[src/rtl/tx_fifo_sched_pkg.sv]
// tx_fifo_sched_pkg: shared state encoding, word layout and idle fill word for the TX FIFO read scheduler
package tx_fifo_sched_pkg;
  typedef enum logic [1:0] {IDLE = 2'd0, PREFILL = 2'd1, STREAM = 2'd2, DRAIN = 2'd3} state_t;
  localparam int DATA_W = 256;
  localparam int CTRL_W = 6;
  localparam int WORD_W = 2 + CTRL_W + DATA_W;
  localparam int SOF_BIT = WORD_W - 1;
  localparam int EOF_BIT = WORD_W - 2;
  localparam logic [WORD_W-1:0] IDLE_WORD_DEF = {8'h00, {32{8'h07}}};
endpackage

[src/rtl/tx_fifo_rd_sched_sat_counter.sv]
// sat_counter: increment-enabled counter with synchronous clear that sticks at all-ones
module sat_counter #(
  parameter int W = 8
) (
  input  logic         clk,
  input  logic         clr,
  input  logic         inc,
  output logic [W-1:0] cnt
);
  always_ff @(posedge clk)
    if (clr) cnt <= '0;
    else if (inc && !(&cnt)) cnt <= cnt + W'(1);
endmodule

[src/rtl/tx_fifo_rd_sched.sv]
// tx_fifo_rd_sched: pops the TX CDC FIFO after a prefill window and streams framed words, idling and draining on underrun
module tx_fifo_rd_sched
  import tx_fifo_sched_pkg::*;
#(
  parameter int               DSIZE       = WORD_W,
  parameter int               PREFILL_CYC = 4,
  parameter logic [DSIZE-1:0] IDLE_WORD   = IDLE_WORD_DEF,
  parameter int               CNT_W       = 16
) (
  input  logic             rclk,
  input  logic             rrst,
  input  logic             enable,
  input  logic             rempty,
  input  logic [DSIZE-1:0] rdata,
  output logic             rinc,
  input  logic             tx_ready,
  output logic [DSIZE-1:0] tx_data,
  output logic             tx_valid,
  output logic             tx_idle,
  output logic             underrun_pulse,
  output logic             stray_pulse,
  output logic [CNT_W-1:0] underrun_cnt,
  output logic [1:0]       state_o
);
  localparam int PW = $clog2(PREFILL_CYC) + 1;
  state_t state, state_nxt;
  logic in_frame, in_frame_nxt, load_en, sof, eof, pop, take, stray, under;
  logic [PW-1:0] pcnt;
  always_comb begin
    load_en = tx_ready | ~tx_valid;
    sof = rdata[SOF_BIT];
    eof = rdata[EOF_BIT];
    pop = load_en & ~rempty & ~rrst & ((state == STREAM) | (state == DRAIN));
    take = pop & (state == STREAM) & (in_frame | sof);
    stray = pop & (state == STREAM) & ~in_frame & ~sof;
    under = load_en & (state == STREAM) & rempty & in_frame;
    // eof wins over sof, so a sof+eof word is a complete single-word frame
    in_frame_nxt = take ? ~eof : (pop & eof) ? 1'b0 : in_frame;
    rinc = pop;
    state_nxt = (state == IDLE)    ? (enable ? PREFILL : IDLE) :
                (state == PREFILL) ? (!enable ? IDLE :
                                      (!rempty && pcnt == PW'(PREFILL_CYC - 1)) ? STREAM : PREFILL) :
                (state == STREAM)  ? (under ? DRAIN :
                                      (load_en && !enable && !in_frame_nxt) ? IDLE : STREAM) :
                                     ((pop && eof) ? PREFILL : DRAIN);
  end
  always_ff @(posedge rclk)
    if (rrst) begin
      state <= IDLE;
      in_frame <= 1'b0;
      tx_data <= IDLE_WORD;
      tx_valid <= 1'b0;
      tx_idle <= 1'b1;
      underrun_pulse <= 1'b0;
      stray_pulse <= 1'b0;
    end else begin
      state <= state_nxt;
      in_frame <= in_frame_nxt;
      underrun_pulse <= under;
      stray_pulse <= stray;
      if (load_en) begin
        tx_data <= take ? rdata : IDLE_WORD;
        tx_valid <= state != IDLE;
        tx_idle <= ~take;
      end
    end
  // prefill count restarts whenever the FIFO reads empty or we leave PREFILL
  sat_counter #(.W(PW)) u_pre (
    .clk(rclk),
    .clr(rrst | (state != PREFILL) | rempty),
    .inc(1'b1),
    .cnt(pcnt)
  );
  sat_counter #(.W(CNT_W)) u_ur (
    .clk(rclk),
    .clr(rrst),
    .inc(under),
    .cnt(underrun_cnt)
  );
  assign state_o = state;
endmodule

[config.mk]
export PLATFORM = sky130hd
export DESIGN_NAME = tx_fifo_rd_sched
export DESIGN_NICKNAME = d
export VERILOG_FILES = /design/src/rtl/tx_fifo_sched_pkg.sv /design/src/rtl/tx_fifo_rd_sched_sat_counter.sv /design/src/rtl/tx_fifo_rd_sched.sv
export SDC_FILE = /design/constraint.sdc
export NUM_CORES = 1
export LEC_CHECK = 0
export CORE_AREA = 5 5 215 217
export CTS_CLUSTER_DIAMETER = 120
export CTS_CLUSTER_SIZE = 28
export DETAILED_ROUTE_END_ITERATION = 10
export DIE_AREA = 0 0 220 222
export HOLD_SLACK_MARGIN = 0.05
export PLACE_DENSITY = 0.55
export SETUP_SLACK_MARGIN = 0.1
export SYNTH_ARGS = -nofsm -noshare
export SYNTH_HDL_FRONTEND = slang
export SYNTH_SLANG_ARGS = --single-unit
[constraint.sdc]
create_clock -name rclk -period 2.4 [get_ports rclk]
set_input_delay 0.36 -clock rclk [delete_from_list [all_inputs] [get_ports rclk]]
set_output_delay 0.36 -clock rclk [all_outputs]
set_load 0.02 [all_outputs]
Run 1, floorplan with the power grid:
Scale: 2 px per um. Pins as bars on the die edge.
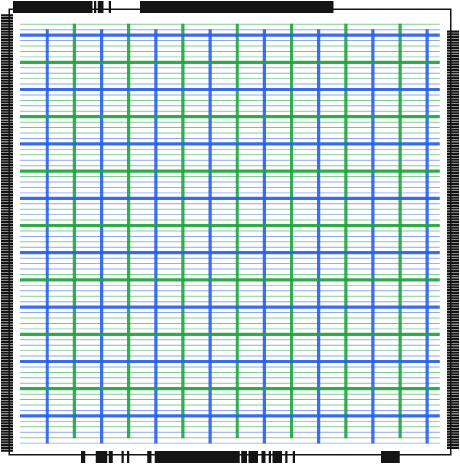
legend:
  VSS:
    color: blue
  VDD:
    color: green
rows: 77
met5 straps: 15
signal pins: 556
met1 rails: 78
met4 straps: 15

Run 1, placed standard cells:
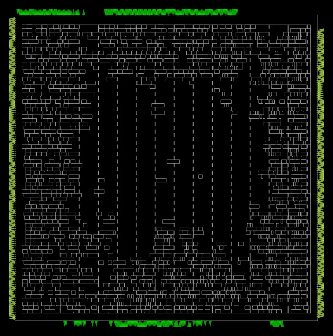
seq_cells: 290
Final Util: 37.22%

Run 1, layout detail:
Window x 85 to 135, y 130 to 180 um. Cells in gray, sequential cells in the stronger gray; small squares are vias.
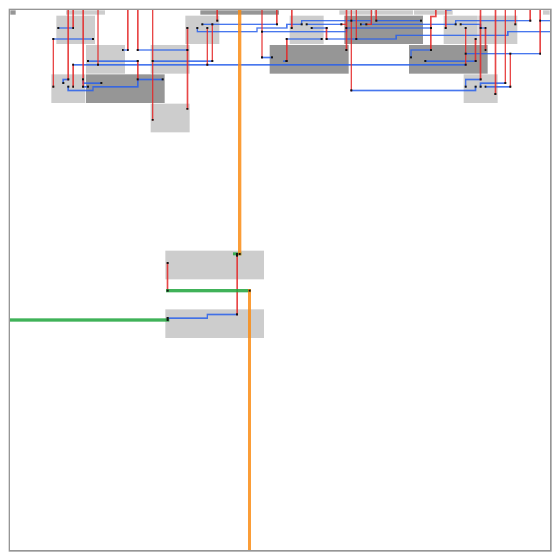
legend:
  metal 2:
    color: red
  metal 1:
    color: blue
  metal 4:
    color: orange
  metal 3:
    color: green
cells with their middle in the window: 16
netlist names of flops here include: `tx_data` (4)
most frequent: a22o_1 (5), clkdlybuf4s50_1 (5), dfxtp_1 (4)
sequential cells in the window: 4

==> flow_summary.yaml, run 1 <==
# synthesis and place-and-route metrics
clocking:
  cts_tree: "yes"
  cts_sinks: 290
  clkTransAtPathRegs_ns: 0.11
  cts_resized: 1
  hold_buffers: 0
  cts_buffer_depth: 3
  ctsHtreeMaxLevel: 1
  cts_setup_buffers: 0
  worst_skew_pair.late_latency_ns: 0.51
floorplan:
  initCoreUtil_pct: 21.55
  tap_cells: 592
  num_rows: 77
  die_h_um: 222
  die-area_um2: 48840
placed_design:
  portBuffers: 555
  dp_hpwl_um: 30800
  place_ws_ns: -0.009626
  placed_cells: 2055
  gp_congestion: 0.8257
detailed_routing:
  wl_per_cell_um: 19.00
  dr.first_iter.drc_count: 345
  vias: 8895
  wl_met1_um: 15060
  drc_errors: 0
  drt_wl_total_um: 39390
  wl_met3_um: 4155
  firstDrtPassIters: 4
layout:
  syn2layout_area_growth_pct: 72.72
  fin_area_um2: 16350
  layout-drive-gt1-share_pct: 4.456
  top_register: "tx_data"
  buffers: 598
  seq_share_pct: 35.50
  largest_reg_flops: 264
  clockBufferCount: 16
  comb_share_pct: 20.75
  largest_class: "non-clock buffers"
  area_share_clock_buf_inv_pct: 2.525
  layoutNonFillerInstCount: 2073
  fin_nets: 1752
critical_path:
  cp-start-kind: "input pin"
  cp_slowest_cell: "clkdlybuf4s50_1"
  path_buffers: 2
  startpoint: "tx_ready"
  critPathMaxFanout: 5
  worstSetupPathType: "input pin to primary output"
  r2r-start: "state_o[0]"
  endpoint_kind: "primary output"
  cp.depth: 4
  r2r_cells: 5
  cp_cell_sequence: "clkdlybuf4s50_1 > nand2b_1 > and3_1 > dlygate4sd2_1"
  endpoint: "rinc"
  cp.arrival_ns: 1.67
timing:
  report.final.slew_viol_count: 0
  worst_slack_ns: 0.3746
  fin_worst_skew_ns: 0.01852
  grt_setup_unrepaired: "no"
  finalHoldViolations: 0
  period_used_pct: 84.39
  min_period_ns: 2.025
  max_clock_freq_ghz: 0.4937
  finalSetupTns_ns: 0
logic_synthesis:
  synthesis.area_um2: 9468
  ys_sh_simple_pct: 12.74
  yosys_warnings: 0
  mux_area_share_pct: 0.2247
  ys_cells: 936
  synth-adder-area-share_pct: 0.5286
  yosysUniqueCellTypes: 38
  synth-async-reset-ratio_pct: 0
  syn-num-nets: 1209
  ys.flops: 290
  synth.most_common_cell: "dfxtp_1"
  yosysTopAreaCell: "dfxtp_1"
  ys_sh_xor_pct: 1.110
  ys.flop_type: "dfxtp_1"
  syn_inst: 936
power_and_ir_drop:
  pwr-share-clk_pct: 33.3
  powerComb_mw: 0.703
  p_seq_mw: 4.87
  p_clk_mw: 2.79
  powerDensity_nw_per_um2: 510.9
  switching_share_pct: 22.09
  ir_drop_uv: 400.8
global_route:
  grt_busiest_layer: "met2"
  grt_usage_pct: 14.95
  antenna_found_initial: 1
  grt_use_met2_pct: 25.98
  use_met3_pct: 5.858
  grt_pass1_vias: 9040
  grt_overflow: 0
min_path:
  whs_endpoint: "tx_data[9]"
  hold_path_startpoint: "rdata[9]"
status:
  status: "complete, no violations"
flow_run:
  maxCapViolations: 0
  tool_warnings: 27
==> run 2, diff against run 1 <==
clock period = 1.9 ns   (was 2.4 ns; I/O delays follow)
Run 2, signal metal coverage by tile:
Scale: 1.5 px per um. 22 x 22 tiles, from dark purple (low) to yellow (high), scaled to the fullest tile. Values are wire area over tile area, all layers added.
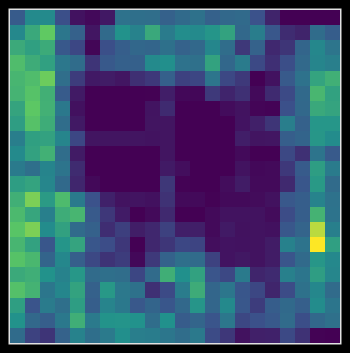
fullest tile: 0.49
mean over tiles: 0.14
emptiest ninth of the die: center
densest ninth of the die: south-west
tiles over half the peak: 17%

Run 2, placed standard cells:
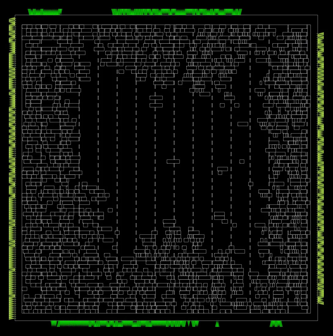
n_taps: 592
Final Util: 38.08%
Non-Filler Instances: 2104

==> flow_summary.yaml, run 2 <==
# synthesis and place-and-route metrics
logic_synthesis:
  ys.flops: 290
  synth-async-reset-ratio_pct: 0
  ys.flop_type: "dfxtp_1"
  synth-adder-area-share_pct: 0.5286
  yosys_area_um2: 9468
  ys_sh_xor_pct: 1.110
  synth.most_common_cell: "dfxtp_1"
  syn_inst: 936
  syn-num-nets: 1209
  ys_seq_share_pct: 61.32
  yosysUniqueCellTypes: 38
  synth.area.top_cells: "dfxtp_1 (61%), a22o_1 (15%), nand2_1 (4.7%)"
  yosys_warnings: 0
  mux_area_share_pct: 0.2247
  yosysTopAreaCell: "dfxtp_1"
  synthesis.area_um2: 9468
  ys_sh_simple_pct: 12.74
  ys_cells: 936
  enable_flop_cells: 0
detailed_routing:
  wl_per_cell_um: 18.73
  ant_nets: 0
  wl_met1_um: 14630
  viasPerCell: 4.302
  drt_wl_total_um: 39420
  wl_met3_um: 4418
  vias: 9052
  drc_errors: 0
  dr.first_iter.drc_count: 458
  firstDrtPassIters: 4
critical_path:
  worstSetupPathType: "flop to flop"
  endpoint_kind: "flop"
  startpoint: "state_o[0]"
  cp.arrival_ns: 2.25
  r2r-start: "state_o[0]"
  endpoint: "u_ur.cnt[15]"
  cp.depth: 5
  critPathMaxFanout: 4
  required_ns: 2.36
  path_buffers: 0
  cp_cell_sequence: "nand2b_4 > or3_4 > or4_4 > or3_1 > a21oi_1"
  regToRegEndpoint: "u_ur.cnt[15]"
  cp-start-kind: "flop"
  cp_slowest_cell: "or4_4"
  r2r_cells: 5
placed_design:
  gp_congestion: 0.8078
  placed_cells: 2077
  portBuffers: 555
  place_ws_ns: -0.3353
  dp_hpwl_um: 30300
power_and_ir_drop:
  pwr-share-clk_pct: 33.3
  p_seq_mw: 6.14
  ir_drop_uv: 409.6
  comb_power_share_pct: 8.3
  power_frac_seq_pct: 58.4
  maxPowerGroup: "sequential cells"
  powerComb_mw: 0.871
  switching_share_pct: 22.36
  powerDensity_nw_per_um2: 628.1
  p_clk_mw: 3.50
  p_int_mw: 8.159
  finalPower_mw: 10.51
timing:
  grt_setup_unrepaired: "yes"
  report.final.slew_viol_count: 0
  setup_violations: 0
  worstMarginPinSlew_ns: 0.5406
  fin_worst_skew_ns: 0.02803
  period_used_pct: 94.37
  finalSetupTns_ns: 0
  worst_slack_ns: 0.1070
  min_period_ns: 1.793
  max_clock_freq_ghz: 0.5577
  finalHoldViolations: 0
floorplan:
  die_w_um: 220
  pin_count: 556
  num_rows: 77
  die-area_um2: 48840
  die_h_um: 222
  initCoreUtil_pct: 21.55
flow_run:
  tool_warnings: 36
  maxCapViolations: 0
layout:
  clockBufferCount: 15
  seq_share_pct: 34.83
  final_cell_mix: "clkdlybuf4s50_1 (279), dfxtp_1 (279), dlygate4sd2_1 (210)"
  fin_area_um2: 16730
  buffers: 629
  inv_count: 3
  n_sequential_cell: 290
  regArea_um2: 5827
  largest_reg_flops: 264
  comb_share_pct: 20.75
  area_share_clock_buf_inv_pct: 2.393
  top_register: "tx_data"
  largest_class: "non-clock buffers"
  fin_nets: 1783
  syn2layout_area_growth_pct: 76.71
  nFillCells: 4501
  layout-drive-gt1-share_pct: 8.008
min_path:
  hold_path_startpoint: "rdata[8]"
  holdPathStages: 3
  whs_endpoint: "tx_data[8]"
global_route:
  grt_pass1_vias: 9087
  grt_pass1_wl_um: 56530
  antenna_found_initial: 4
  grt_use_met2_pct: 25.99
  grt_busiest_layer: "met2"
  use_met3_pct: 6.609
  grt_overflow: 0
  grt_usage_pct: 14.80
clocking:
  cts_buffer_depth: 3
  cts_tree: "yes"
  worst_skew_pair.late_latency_ns: 0.52
  ctsHtreeMaxLevel: 1
  cts_resized: 219
  cts_sinks: 290
  hold_buffers: 0
  cts_setup_buffers: 2
  cts_root_buf: "clkbuf_16"
  clkTransAtPathRegs_ns: 0.11
status:
  status: "complete, no violations"
==> run 3, diff against run 2 <==
CAP_MARGIN = 20   (was unset)
CORE_AREA = 10 10 208 210   (was 5 5 215 217)
DIE_AREA = 0 0 218 220   (was 0 0 220 222)
PLACE_DENSITY = 0.6   (was 0.55)
Run 3, signal metal coverage by tile:
Scale: 1.5 px per um. 22 x 22 tiles, from dark purple (low) to yellow (high), scaled to the fullest tile. Values are wire area over tile area, all layers added.
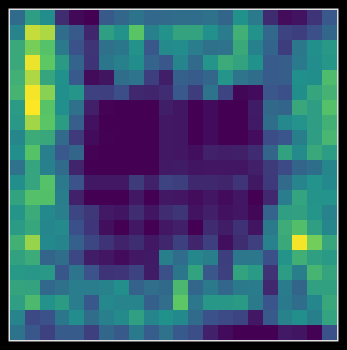
emptiest ninth of the die: center
densest ninth of the die: north-west
tiles over half the peak: 24%

Run 3, floorplan with the power grid:
Scale: 2 px per um. Pins as bars on the die edge.
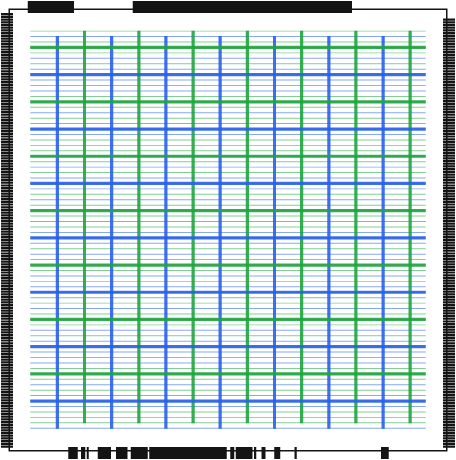
legend:
  VSS:
    color: blue
  VDD:
    color: green
met1 rails: 74
met4 straps: 14
signal pins: 556

==> flow_summary.yaml, run 3 <==
# synthesis and place-and-route metrics
status:
  status: "complete, no violations"
clocking:
  cts_setup_buffers: 2
  cts_tree: "yes"
  cts_sinks: 290
  hold_buffers: 0
  cts_buffer_depth: 3
  cts_root_buf: "clkbuf_16"
  clkTransAtPathRegs_ns: 0.11
  worst_skew_pair.late_latency_ns: 0.52
layout:
  syn2layout_area_growth_pct: 75.79
  post-route-util_pct: 42.38
  area_share_clock_buf_inv_pct: 2.428
  largest_reg_flops: 264
  fin_area_um2: 16640
  nFillCells: 3878
  fin_nets: 1773
  n_sequential_cell: 290
  clockBufferCount: 16
  inv_count: 3
  layout-drive-gt1-share_pct: 7.257
  layoutNonFillerInstCount: 2030
  seq_share_pct: 34.99
  largest_class: "non-clock buffers"
  top_register: "tx_data"
  regArea_um2: 5823
  final_cell_mix: "clkdlybuf4s50_1 (281), dfxtp_1 (278), dlygate4sd2_1 (178)"
  buffers: 619
  comb_share_pct: 20.70
  diodes: 3
logic_synthesis:
  ys_sh_xor_pct: 1.110
  synth.most_common_cell: "dfxtp_1"
  enable_flop_cells: 0
  ys.flop_type: "dfxtp_1"
  mux_area_share_pct: 0.2247
  ys_sh_simple_pct: 12.74
  ys_cells: 936
  yosys_area_um2: 9468
  yosys_warnings: 0
  syn-num-nets: 1209
  synth.area.top_cells: "dfxtp_1 (61%), a22o_1 (15%), nand2_1 (4.7%)"
  yosysUniqueCellTypes: 38
  synthesis.area_um2: 9468
  yosysTopAreaCellShare_pct: 61.32
  ys.flops: 290
  syn_inst: 936
  yosysTopAreaCell: "dfxtp_1"
  synth-async-reset-ratio_pct: 0
  synth-adder-area-share_pct: 0.5286
  ys_seq_share_pct: 61.32
detailed_routing:
  vias: 9052
  dr.first_iter.drc_count: 508
  drc_errors: 0
  wl_met1_um: 15480
  wl_per_cell_um: 20.27
  viasPerCell: 4.459
  wl_met3_um: 4818
  drt_wl_total_um: 41150
  firstDrtPassIters: 4
  ant_nets: 0
critical_path:
  regToRegEndpoint: "u_ur.cnt[15]"
  cp-start-kind: "flop"
  cp_slowest_cell: "or4_1"
  r2r-start: "state_o[0]"
  cp.arrival_ns: 2.27
  worstSetupPathType: "flop to flop"
  path_buffers: 0
  endpoint: "u_ur.cnt[15]"
  startpoint: "state_o[0]"
  required_ns: 2.36
  critPathMaxFanout: 4
  cp_cell_sequence: "nand2b_1 > or3_4 > or4_1 > or3_1 > a21oi_2"
  endpoint_kind: "flop"
floorplan:
  tap_cells: 525
  die_h_um: 220
  pin_count: 556
  die_w_um: 218
  num_rows: 73
  die-area_um2: 47960
flow_run:
  tool_warnings: 33
  maxCapViolations: 0
power_and_ir_drop:
  ir_drop_uv: 482.3
  maxPowerGroup: "sequential cells"
  switching_share_pct: 22.14
  powerComb_mw: 0.881
  p_int_mw: 8.175
  powerDensity_nw_per_um2: 630.9
  p_seq_mw: 6.14
  finalPower_mw: 10.50
  power_frac_seq_pct: 58.5
  pwr-share-clk_pct: 33.1
  comb_power_share_pct: 8.4
timing:
  finalSetupTns_ns: 0
  setup_violations: 0
  worstMarginPinSlew_ns: 0.5096
  worst_slack_ns: 0.09513
  finalHoldViolations: 0
  min_period_ns: 1.805
  period_used_pct: 94.99
  grt_setup_unrepaired: "yes"
  max_clock_freq_ghz: 0.5541
  report.final.slew_viol_count: 0
placed_design:
  dp_hpwl_um: 32080
  portBuffers: 555
  place_ws_ns: -0.3549
  placed_cells: 2002
  gp_congestion: 0.8229
global_route:
  use_met3_pct: 7.377
  grt_pass1_wl_um: 58560
  grt_use_met2_pct: 27.05
  grt_busiest_layer: "met2"
  grt_overflow: 0
  grt_usage_pct: 15.62
min_path:
  hold_path_startpoint: "rdata[233]"
  holdPathStages: 3
  whs_endpoint: "tx_data[233]"
Power is estimated from default activity; no workload was simulated.
